Fig. 1: port wiring
(6 px per um)
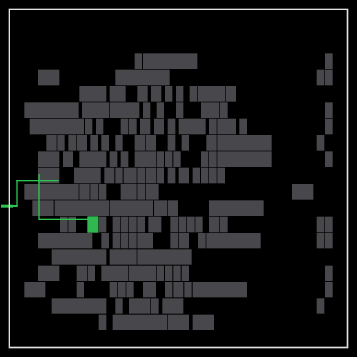
Fig. 2: routed clock nets over the placement
(8 px per um)
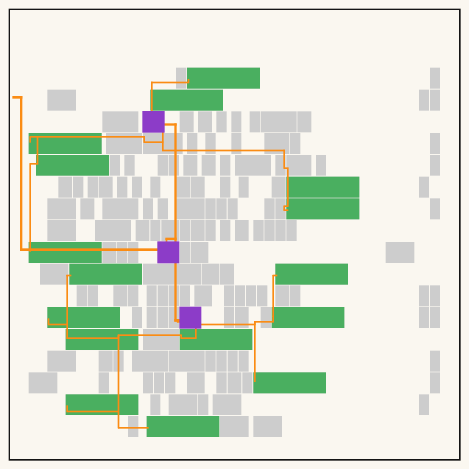
File: config.mk
export PLATFORM = sky130hd
export DESIGN_NAME = solar_motor_drive_flat
export DESIGN_NICKNAME = d
export VERILOG_FILES = /design/src/rtl/solar_motor_drive_if.sv /design/src/rtl/solar_motor_drive.sv /design/src/flat_wrapper.sv
export SDC_FILE = /design/constraint.sdc
export NUM_CORES = 1
export LEC_CHECK = 0
export ABC_AREA = 1
export CAP_MARGIN = 40
export CORE_MARGIN = 2
export CORE_UTILIZATION = 40
export CTS_CLUSTER_SIZE = 12
export DETAILED_ROUTE_END_ITERATION = 12
export GPL_TIMING_DRIVEN = 1
export HOLD_SLACK_MARGIN = 0.05
export MAX_ROUTING_LAYER = met4
export PLACE_DENSITY = 0.78
export SLEW_MARGIN = 20
export SYNTH_ARGS = -nofsm -noshare
export SYNTH_HDL_FRONTEND = slang
export SYNTH_SLANG_ARGS = --single-unit
File: constraint.sdc
create_clock -name clk -period 5.48 [get_ports clk]
set_clock_uncertainty 0.15 [all_clocks]
set_input_delay 1.644 -clock clk [delete_from_list [all_inputs] [get_ports clk]]
set_output_delay 1.644 -clock clk [all_outputs]
set_load 0.01 [all_outputs]
File: src/rtl/solar_motor_drive_if.sv
// solar_motor_drive_if: tracker motor requests in, stepper step/dir and status out.
interface solar_motor_drive_if #(parameter int POS_W = 8);
    logic             mn, me, ms, mw;
    logic             step_ns, step_ew, dir_ns, dir_ew;
    logic [POS_W-1:0] pos_ns, pos_ew;
    logic             limit, fault, busy;
    modport master (output mn, me, ms, mw,
                    input step_ns, step_ew, dir_ns, dir_ew, pos_ns, pos_ew, limit, fault, busy);
    modport slave  (input mn, me, ms, mw,
                    output step_ns, step_ew, dir_ns, dir_ew, pos_ns, pos_ew, limit, fault, busy);
endinterface

File: src/rtl/solar_motor_drive.sv
// solar_motor_drive: one-hot tracker requests to rate-limited step/dir trains with dead-time.
// Define SOLAR_DRV_SOFTLIMIT_EN to enable position counters and soft-limit blocking.
module solar_motor_drive #(
    parameter int STEP_DIV    = 16,
    parameter int DEAD_CYCLES = 8,
    parameter int POS_W       = 8,
    parameter int POS_MAX     = 255,
    parameter int POS_INIT    = 128
) (
    input logic                clk,
    input logic                rst_n,
    solar_motor_drive_if.slave bus
);
    localparam int CW = $clog2(STEP_DIV > DEAD_CYCLES ? STEP_DIV : DEAD_CYCLES);
    localparam logic [CW-1:0] SD1 = CW'(STEP_DIV - 1);
    localparam logic [CW-1:0] DC1 = CW'(DEAD_CYCLES - 1);

    if (STEP_DIV < 2 || DEAD_CYCLES < 1 || POS_MAX >= 2**POS_W || POS_INIT > POS_MAX) begin : g_bad
        $error("solar_motor_drive: bad parameters");
    end

    typedef enum logic [1:0] {IDLE, RUN, DEAD} state_t;

    state_t        state_q, state_d;
    logic [CW-1:0] cnt_q, cnt_d;
    logic [3:0]    req_q, cur_q, cur_d;
    logic          dir_ns_q, dir_ns_d, dir_ew_q, dir_ew_d;
    logic          valid, blocked, step;

    // Request bit order is {mn, me, ms, mw}: [3]/[1] drive the ns axis, [3]/[2] increment.
    assign valid = $onehot(req_q);
    assign step  = state_q == RUN && cnt_q == '0 && req_q == cur_q && !blocked;

`ifdef SOLAR_DRV_SOFTLIMIT_EN
    localparam logic [POS_W-1:0] PMAX = POS_W'(POS_MAX);
    logic [POS_W-1:0] pos_ns_q, pos_ew_q;
    assign blocked = (req_q[3] && pos_ns_q == PMAX) || (req_q[1] && pos_ns_q == '0) ||
                     (req_q[2] && pos_ew_q == PMAX) || (req_q[0] && pos_ew_q == '0);
    always_ff @(posedge clk or negedge rst_n)
        if (!rst_n) begin
            pos_ns_q <= POS_W'(POS_INIT);
            pos_ew_q <= POS_W'(POS_INIT);
        end else if (step) begin
            if (cur_q[3]) pos_ns_q <= pos_ns_q + 1'b1;
            if (cur_q[1]) pos_ns_q <= pos_ns_q - 1'b1;
            if (cur_q[2]) pos_ew_q <= pos_ew_q + 1'b1;
            if (cur_q[0]) pos_ew_q <= pos_ew_q - 1'b1;
        end
    assign bus.pos_ns = pos_ns_q;
    assign bus.pos_ew = pos_ew_q;
`else
    assign blocked    = 1'b0;
    assign bus.pos_ns = '0;
    assign bus.pos_ew = '0;
`endif

    always_comb begin
        state_d  = state_q;
        cnt_d    = cnt_q;
        cur_d    = cur_q;
        dir_ns_d = dir_ns_q;
        dir_ew_d = dir_ew_q;
        case (state_q)
            IDLE: if (valid && !blocked) begin
                state_d = RUN;
                cnt_d   = SD1;
                cur_d   = req_q;
                if (req_q[3] || req_q[1]) dir_ns_d = req_q[3];
                else                      dir_ew_d = req_q[2];
            end
            RUN: if (req_q != cur_q || (cnt_q == '0 && blocked)) begin
                state_d = DEAD;
                cnt_d   = DC1;
            end else begin
                cnt_d = cnt_q == '0 ? SD1 : cnt_q - 1'b1;
            end
            DEAD: begin
                state_d = cnt_q == '0 ? IDLE : DEAD;
                cnt_d   = cnt_q == '0 ? '0 : cnt_q - 1'b1;
            end
            default: state_d = IDLE;
        endcase
    end

    always_ff @(posedge clk or negedge rst_n)
        if (!rst_n) begin
            state_q  <= IDLE;
            cnt_q    <= '0;
            req_q    <= '0;
            cur_q    <= '0;
            dir_ns_q <= 1'b0;
            dir_ew_q <= 1'b0;
        end else begin
            state_q  <= state_d;
            cnt_q    <= cnt_d;
            req_q    <= {bus.mn, bus.me, bus.ms, bus.mw};
            cur_q    <= cur_d;
            dir_ns_q <= dir_ns_d;
            dir_ew_q <= dir_ew_d;
        end

    assign bus.step_ns = step && (cur_q[3] || cur_q[1]);
    assign bus.step_ew = step && (cur_q[2] || cur_q[0]);
    assign bus.dir_ns  = dir_ns_q;
    assign bus.dir_ew  = dir_ew_q;
    assign bus.limit   = valid && blocked;
    assign bus.fault   = !$onehot0(req_q);
    assign bus.busy    = state_q != IDLE;
endmodule

File: src/flat_wrapper.sv
// flat-port wrapper written by rule: the top's interface ports become plain ports
module solar_motor_drive_flat 
#(
    parameter int STEP_DIV    = 16,
    parameter int DEAD_CYCLES = 8,
    parameter int POS_W       = 8,
    parameter int POS_MAX     = 255,
    parameter int POS_INIT    = 128
)
  (clk, rst_n, bus_mn, bus_me, bus_ms, bus_mw, bus_step_ns, bus_step_ew, bus_dir_ns, bus_dir_ew, bus_pos_ns, bus_pos_ew, bus_limit, bus_fault, bus_busy);
  solar_motor_drive_if #(.POS_W(POS_W)) bus_i ();
  input logic clk;
  input logic rst_n;
  input wire logic [$bits(bus_i.mn)-1:0] bus_mn;
  input wire logic [$bits(bus_i.me)-1:0] bus_me;
  input wire logic [$bits(bus_i.ms)-1:0] bus_ms;
  input wire logic [$bits(bus_i.mw)-1:0] bus_mw;
  output wire logic [$bits(bus_i.step_ns)-1:0] bus_step_ns;
  output wire logic [$bits(bus_i.step_ew)-1:0] bus_step_ew;
  output wire logic [$bits(bus_i.dir_ns)-1:0] bus_dir_ns;
  output wire logic [$bits(bus_i.dir_ew)-1:0] bus_dir_ew;
  output wire logic [$bits(bus_i.pos_ns)-1:0] bus_pos_ns;
  output wire logic [$bits(bus_i.pos_ew)-1:0] bus_pos_ew;
  output wire logic [$bits(bus_i.limit)-1:0] bus_limit;
  output wire logic [$bits(bus_i.fault)-1:0] bus_fault;
  output wire logic [$bits(bus_i.busy)-1:0] bus_busy;
  assign bus_i.mn = bus_mn;
  assign bus_i.me = bus_me;
  assign bus_i.ms = bus_ms;
  assign bus_i.mw = bus_mw;
  assign bus_step_ns = bus_i.step_ns;
  assign bus_step_ew = bus_i.step_ew;
  assign bus_dir_ns = bus_i.dir_ns;
  assign bus_dir_ew = bus_i.dir_ew;
  assign bus_pos_ns = bus_i.pos_ns;
  assign bus_pos_ew = bus_i.pos_ew;
  assign bus_limit = bus_i.limit;
  assign bus_fault = bus_i.fault;
  assign bus_busy = bus_i.busy;
  solar_motor_drive #(.STEP_DIV(STEP_DIV), .DEAD_CYCLES(DEAD_CYCLES), .POS_W(POS_W), .POS_MAX(POS_MAX), .POS_INIT(POS_INIT)) u_core (.clk(clk), .rst_n(rst_n), .bus(bus_i));
endmodule
==> results_dict.tcl <==
# place-and-route summary
set metrics [dict create \
    outcome "complete, no violations" \
    ant_nets 0 \
    final_net_count 173 \
    yosys-top-cells-area "dfrtp_1, nand2_1, buf_4" \
    mux_area_share_pct 0 \
    power.total_mw 0.5566 \
    cp-end-kind "output port" \
    hpwl_mm 1.531 \
    clockBufferDepth 2 \
    met3_usage_pct 2.791 \
    aoi_share_pct 7.825 \
    die_x_um 56.14 \
    htreeDepth 1 \
    syn_inst 142 \
    grt_first_pass_wirelength_mm 3.277 \
    switching_share_pct 43.25 \
    switchingPower_mw 0.2407 \
    simple_gate_area_share_pct 21.86 \
    cts_setup_buffers 0 \
    logic_family "simple AND/OR/NAND/NOR gates" \
    syn_area_um2 1087 \
    cts_tree "yes" \
    rr_worst_depth 11 \
    first_global_vias 751 \
    power_frac_seq_pct 34.8 \
    path_buffers 1 \
    dr_wl_met2_um 897 \
    crit_start "u_core.req_q[0]$_DFF_PN0_" \
    intPower_mw 0.3158 \
    rr_endpoint "u_core.cnt_q[2]$_DFFE_PN0P_" \
    finalSetupViolations 0 \
    warnings 30 \
    routed-wl-met3_um 77 \
    highest-signal-layer "met4" \
]
Back to the opening pictures, Fig. 1:
- green: bus_step_ns (bits 1; direction output; end cells 1; buffers 1; wire 27.6 um)

Back to the opening pictures, Fig. 2:
- purple: clock-net drivers (count 3)
- orange: clock wires (length 218 um)
- green: flip-flops (count 16)
- routed clock nets: 4

kinds of logic (layout without fill, tap and decap cells):
group / Yosys count / after routing
AND/OR/NAND/NOR: 57 / 57
buffers and inverters: 39 / 37
AND-OR/OR-AND: 17 / 17
flip-flops: 16 / 16
adder cells (fa/ha/maj): 10 / 10
XOR/XNOR: 2 / 2
other: 1 / 17
flip-flops by register name, summed over array words and instances, names as in the netlist:
register	cells
u_core.cnt_q	4
u_core.cur_q	4
u_core.req_q	4
u_core.state_q	2
u_core.bus.dir_ew	1
u_core.bus.dir_ns	1
area by class of cell:
class                           count  area share (%)
Multi-Input combinational cell    103           44.59
Sequential cell                    16           33.26
Inverter                           22           6.861
Timing Repair Buffer               11           9.148
Clock buffer                        4           3.015
Tap cell                           30           3.119
worst min-delay path, stage by stage, from the launching register on:
cell     delay [ns]
dfrtp_1        0.36
nand2_1        0.05
nand2_1        0.05
cells in the final DEF, fill, tap and decap left out, drive strengths merged:
| cell | synthesis | layout |
|---|---|---|
| a21oi | 6 | 6 |
| clkbuf | 0 | 4 |
| clkdlybuf4s50 | 0 | 11 |
| conb | 1 | 17 |
| dfrtp | 16 | 16 |
| fa | 1 | 1 |
| ha | 9 | 9 |
| inv | 22 | 22 |
| nand2 | 37 | 37 |
| nand3 | 4 | 4 |
| nand4 | 1 | 1 |
| nor2 | 12 | 12 |
| nor3 | 1 | 1 |
| o21ai | 11 | 11 |
| or2 | 2 | 2 |
| xor2 | 2 | 2 |
metrics by stage:
step,hold slack (ns),std cells,instance area (um^2),util [%]
floorplan,0.3447,158,1147,-
global placement,0.3107,182,1167,46.28
detailed placement,0.3225,182,1167,46.28
CTS,0.3485,186,1204,47.72
global route,0.3795,186,1204,47.72
finish,0.3419,186,1204,47.72
